[config.mk]
export PLATFORM = sky130hd
export DESIGN_NAME = sort_node_delay
export DESIGN_NICKNAME = d
export VERILOG_FILES = /design/src/rtl/sort_node_delay.sv
export SDC_FILE = /design/constraint.sdc
export NUM_CORES = 1
export LEC_CHECK = 0
export CORE_UTILIZATION = 41
export DETAILED_ROUTE_END_ITERATION = 6
export PLACE_DENSITY = 0.85
export SYNTH_ARGS = -nofsm -noshare
export SYNTH_HDL_FRONTEND = slang
export SYNTH_SLANG_ARGS = --single-unit
[constraint.sdc]
create_clock -name clk -period 8.73 [get_ports clk]
set_input_delay 0.873 -clock clk [delete_from_list [all_inputs] [get_ports clk]]
set_output_delay 0.873 -clock clk [all_outputs]
set_load 0.02 [all_outputs]
[src/rtl/sort_node_delay.sv]
// rtl/sort_node_delay.sv - one sift-down stage of a pipelined unsigned min-heap
// Reads both children of the refilled slot, keeps the minimum here and pushes the displaced token down.
module sort_node_delay #(
    parameter int DATA_WIDTH = 32,
    parameter int ADDR_WIDTH = 5,
    parameter int LEVEL      = 1,
    parameter int LEAF       = 0
) (
    input  logic                  clk,
    input  logic                  rst,
    input  logic                  in_valid,
    output logic                  in_ready,
    input  logic [ADDR_WIDTH:0]   in_addr,
    input  logic [DATA_WIDTH-1:0] in_data,
    output logic [ADDR_WIDTH:0]   lm_addr,
    output logic                  lm_we,
    output logic [DATA_WIDTH-1:0] lm_din,
    input  logic [DATA_WIDTH-1:0] lm_dout,
    output logic [ADDR_WIDTH:0]   rm_addr,
    output logic                  rm_we,
    output logic [DATA_WIDTH-1:0] rm_din,
    input  logic [DATA_WIDTH-1:0] rm_dout,
    output logic [DATA_WIDTH-1:0] nl_din,
    output logic [ADDR_WIDTH-1:0] nl_addr,
    output logic                  nl_we,
    output logic                  nl_branch,
    output logic                  out_valid,
    output logic [ADDR_WIDTH+1:0] out_addr,
    output logic [DATA_WIDTH-1:0] out_data
);

    typedef enum logic [1:0] {
        S_IDLE = 2'd0,
        S_RD   = 2'd1,
        S_CMP  = 2'd2,
        S_GAP  = 2'd3
    } state_t;

    if (LEVEL < 0) begin : g_level_check
        $error("sort_node_delay: LEVEL must be non-negative");
    end

    localparam logic IS_LEAF = (LEAF != 0);

    state_t                r_state;
    state_t                w_next;
    logic [ADDR_WIDTH:0]   r_tok_addr;
    logic [DATA_WIDTH-1:0] r_tok_data;
    logic                  w_sel;
    logic [DATA_WIDTH-1:0] w_cmin;
    logic                  w_emit;

    assign lm_we  = 1'b0;
    assign rm_we  = 1'b0;
    assign lm_din = '0;
    assign rm_din = '0;

    // Left wins ties, so the right child is chosen only when strictly smaller.
    assign w_sel  = (rm_dout < lm_dout);
    assign w_cmin = w_sel ? rm_dout : lm_dout;
    assign w_emit = !IS_LEAF && (r_tok_data > w_cmin);

    always_ff @(posedge clk) begin
        if (rst) begin
            r_state    <= S_IDLE;
            r_tok_addr <= '0;
            r_tok_data <= '0;
        end else begin
            r_state <= w_next;
            if (r_state == S_IDLE && in_valid) begin
                r_tok_addr <= in_addr;
                r_tok_data <= in_data;
            end
        end
    end

    always_comb begin
        w_next    = r_state;
        in_ready  = 1'b0;
        lm_addr   = '0;
        rm_addr   = '0;
        nl_din    = '0;
        nl_addr   = '0;
        nl_we     = 1'b0;
        nl_branch = 1'b0;
        out_valid = 1'b0;
        out_addr  = '0;
        out_data  = '0;
        case (r_state)
            S_IDLE: begin
                in_ready = 1'b1;
                if (in_valid) begin
                    w_next = S_RD;
                end
            end
            S_RD: begin
                if (!IS_LEAF) begin
                    lm_addr = r_tok_addr;
                    rm_addr = r_tok_addr;
                end
                w_next = S_CMP;
            end
            S_CMP: begin
                nl_we     = 1'b1;
                nl_addr   = r_tok_addr[ADDR_WIDTH:1];
                nl_branch = r_tok_addr[0];
                nl_din    = w_emit ? w_cmin : r_tok_data;
                if (w_emit) begin
                    out_valid = 1'b1;
                    out_addr  = {r_tok_addr, w_sel};
                    out_data  = r_tok_data;
                end
                w_next = S_GAP;
            end
            S_GAP: begin
                w_next = S_IDLE;
            end
            default: begin
                w_next = S_IDLE;
            end
        endcase
        // A reset landing in CMP must suppress that cycle's write and token.
        if (rst) begin
            w_next    = S_IDLE;
            in_ready  = 1'b0;
            lm_addr   = '0;
            rm_addr   = '0;
            nl_din    = '0;
            nl_addr   = '0;
            nl_we     = 1'b0;
            nl_branch = 1'b0;
            out_valid = 1'b0;
            out_addr  = '0;
            out_data  = '0;
        end
    end

endmodule
clocks.png
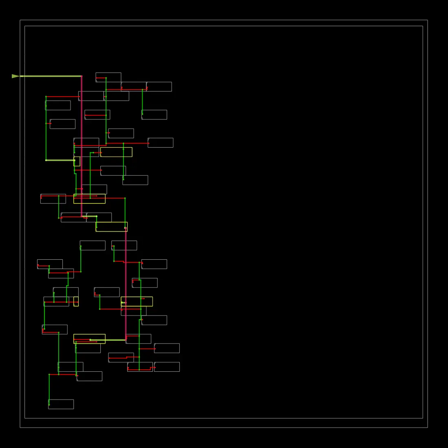
Layout clock buffers: 6
Worst-Skew Late Latency: 0.28 ns

logic_types.png
(2 px per um)
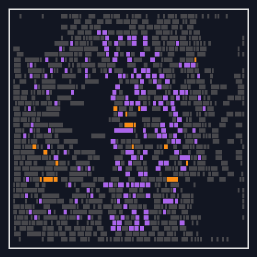
- orange: nor cells (cells 16)
- purple: aoi and oai cells (cells 174)

wires.png
(4 px per um)
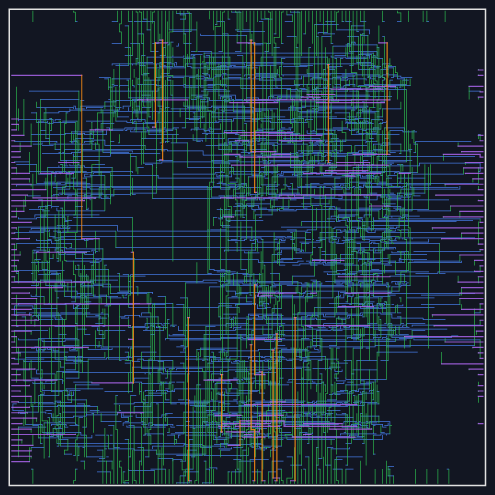
- blue: metal 1 (wire length 8350 um)
- purple: metal 3 (wire length 1270 um)
- green: metal 2 (wire length 7930 um)
- orange: metal 4 (wire length 497 um)

power_grid.png
(3 px per um) Pins as bars on the die edge.
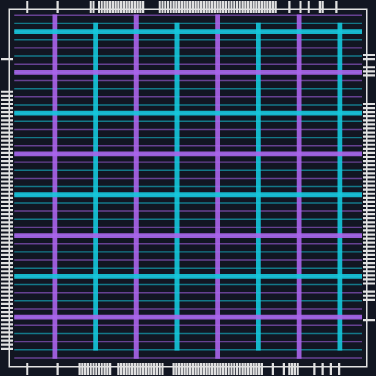
- cyan: VDD
- purple: VSS
- met1 rails: 43
- met4 straps: 8
- signal pins: 263
worst IR drop on VDD: 112 uV
vertical die size: 119 um
floorplan core area: 0.0132 sq mm
DIE WIDTH: 119 um

clk_routes.png
(2 px per um)
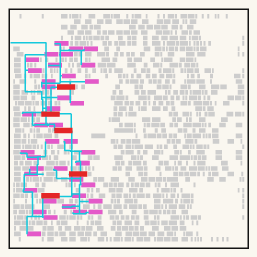
- red: clock drivers (count 5)
- magenta: flip-flops (count 40)
- cyan: clock wires (length 531 um)
- routed clock nets: 6
- flops lie: a column on the left
Clk network pwr share: 17.9%
Clock Skews: 0.00330 ns
total clock network power: 172 uW

==> results.toml <==
# implementation run metrics
[timing]
setup_repair_after_global_routing_missed_its_margin = "no"
drv_slew = 0
totalNegativeSetupSlack_ns = 0
tightestPinTransition_ns = 1.22
timing.max_slew.rel_slack_pct = 19.0
final_min_period_over_clock_period_pct = 87.2
postLayoutSetupSlackWorst_ns = 1.12
max_clock_freq_mhz = 131
hold_viol_final = 0
timing.final.setup_violations = 0

[die]
i_o_pin_count = 263
dieArea_sq_mm = 0.0141

[min_path]
holdPathEnd = "r_tok_addr[2]"
worst_hold_path.num_cells = 2

[worst_setup_path]
critPathArrivalTime_ns = 6.74
r2r_slack_ns = 7.00
setup.worst_path.start_class = "input port"
critical_path.cell_chain = "clkdlybuf4s50_1 -> inv_1 -> ha_1 -> and4_1 -> a21oi_1 -> o211a_1 -> o21a_2 -> o211ai_1 -> and2_1 -> ha_1 -> a21oi_1 -> o21ai_0 -> a221oi_1 -> a311oi_4 -> or2_2 -> buf_12 -> a31oi_1 -> clkdlybuf4s50_1"
path_depth_of_the_worst_reg2reg_path = 6
critical_path.slowest_cell = "sky130_fd_sc_hd__o21a_2"
worst_r2r_startpoint = "r_state[0]"
cp_max_fo = 65
r2r_end = "r_tok_data[11]"
worst_ep_required_time_ns = 7.86
max_stage_delay_ns = 0.94
worst_setup_path_end = "nl_din[0]"

[logic_synthesis]
muxShareOfSynthArea_pct = 0.179
enable_flop_cells = 0
post_synth_and_or_nand_nor_area_fraction_pct = 25.0
xor_share_pct = 0
synth-warning-count = 0
synth-main-ff-cell = "sky130_fd_sc_hd__dfxtp_1"
ys_seq_share_pct = 14.3
synth_adder_area_share_pct = 15.0
synthTopLogicFamily = "AND-OR/OR-AND gates"
ys_types = 44
syn_area_sq_mm = 0.00558

[placement]
placedInstanceArea_sq_mm = 0.00730
place.port_buffers = 196
gp_routability_congestion = 0.917

[cells_and_area]
antenna_cells_inserted = 0
design.final.nets = 1097
fillerInstances = 1251
final_layout_top_logic_cells = "sky130_fd_sc_hd__clkdlybuf4s50_1, sky130_fd_sc_hd__nand2_1, sky130_fd_sc_hd__ha_1"
area_growth_from_synthesis_to_layout_pct = 33.2
final_design_area_no_fill_sq_mm = 0.00744
layout_top_cell_excl_fill_tap = "sky130_fd_sc_hd__clkdlybuf4s50_1"

[grt]
grt_first_pass_wirelength_mm = 28.7
grt_pass1_vias = 5496
grt_start_max_net_pins = 66
gr_overflow_total = 0
grt.total_usage_pct = 25.0
antenna_found_initial = 0

[clock_tree]
cts_hold_buffers = 0
clkSinkCount = 40
numCtsBuffers = 5
clockRootBuffer = "sky130_fd_sc_hd__clkbuf_16"
postCtsSetupBuffers = 0
cts_tree = "done"
cts.path.max_buffers = 2

[routing]
drcViolationCount = 0
totalWireLength_mm = 18.0
number_of_vias_per_cell = 5.58
route.vias.total = 6148
drtAntennaViolNets = 0
dr.pass1.iters = 5
dr.first_iter.drc_count = 511

[power]
power.density_mw_per_mm2 = 129
seq_power_share_pct = 26.7
power.combinational.fraction_pct = 55.4
power.total_uw = 959
netSwitchingPower_uw = 433
cell_internal_power_dissipation_uw = 526

[outcome]
status = "finished clean"
[power by group through the flow]
stage	Clock [uW]	Sequential [uW]	Combinational [uW]
floorplan	0	241	394
CTS	176	255	527
detailed placement	0	259	524
global placement	0	258	515
finish	172	256	531
global route	182	261	587
[stage by stage]
stage | instances | hold slack [ns]
2_1_floorplan | 845 | 0.449
3_3_place_gp | 1094 | 0.462
6_report | 1101 | 0.474
3_5_place_dp | 1094 | 0.468
5_1_grt | 1101 | 0.515
4_1_cts | 1101 | 0.476
[Yosys cell counts (2+ instances only)]
cell | instances | area, sq um
sky130_fd_sc_hd__nand2_1 | 125 | 469
sky130_fd_sc_hd__dfxtp_1 | 40 | 801
sky130_fd_sc_hd__nor2_1 | 7 | 26.3
sky130_fd_sc_hd__a221oi_1 | 3 | 26.3
sky130_fd_sc_hd__inv_1 | 41 | 154
sky130_fd_sc_hd__and2_1 | 45 | 282
sky130_fd_sc_hd__and4_1 | 2 | 17.5
sky130_fd_sc_hd__and3_1 | 38 | 238
sky130_fd_sc_hd__clkbuf_1 | 45 | 169
sky130_fd_sc_hd__a21o_1 | 2 | 15.0
sky130_fd_sc_hd__o21ai_0 | 5 | 25.0
sky130_fd_sc_hd__nand3_1 | 37 | 185
sky130_fd_sc_hd__o211ai_1 | 33 | 248
sky130_fd_sc_hd__a211o_1 | 2 | 17.5
sky130_fd_sc_hd__a211oi_1 | 2 | 15.0
sky130_fd_sc_hd__buf_4 | 72 | 541
sky130_fd_sc_hd__o31ai_1 | 32 | 240
sky130_fd_sc_hd__buf_1 | 6 | 22.5
sky130_fd_sc_hd__a31oi_1 | 32 | 200
sky130_fd_sc_hd__ha_1 | 67 | 838
sky130_fd_sc_hd__nor2b_1 | 6 | 37.5
sky130_fd_sc_hd__o311a_1 | 32 | 320
sky130_fd_sc_hd__o221ai_1 | 2 | 17.5
sky130_fd_sc_hd__buf_6 | 8 | 90.1
sky130_fd_sc_hd__a21oi_1 | 62 | 310
sky130_fd_sc_hd__nand4_1 | 11 | 68.8
sky130_fd_sc_hd__buf_2 | 3 | 15.0
sky130_fd_sc_hd__o21a_1 | 4 | 30.0
[routing by layer]
metal	routed length [um]	GRT usage [%]	vias to the layer above	part of all wire, %
li1	-	-	2987	-
met1	8350	36.0	2851	46
met2	7930	38.0	275	44
met3	1270	3.14	35	7.0
met4	497	8.47	0	2.8
met5	0	0	-	0
[cell families after synthesis]
logic type	after synthesis
AND/OR/NAND/NOR	279
multiplexers	1
AND-OR/OR-AND	217
adder cells (fa/ha/maj)	67
buffers and inverters	175
other	1
flip-flops	40
[critical path, delay by kind of cell]
kind                     cells  cell delay [ns]
AND-OR/OR-AND                9             2.73
adder cells (fa/ha/maj)      2             0.61
AND/OR/NAND/NOR              3             0.99
buffers and inverters        4             1.48
[state kept, by name, summed over array words and instances, names as in the netlist]
signal	flops
r_tok_data	32
r_tok_addr	6
r_state	2
[area by class of cell]
class	count	area (sq um)	share of cell area, %
multi-input combinational	630	4070	54.7
inverter	41	154	2.07
sequential	40	801	10.8
clock inverter	1	5.00	0.0673
clock buffer	6	129	1.73
timing repair buffer	207	2060	27.7
tap	176	220	2.96
Power figures rest on the tool's default switching activity, not on a simulated workload.
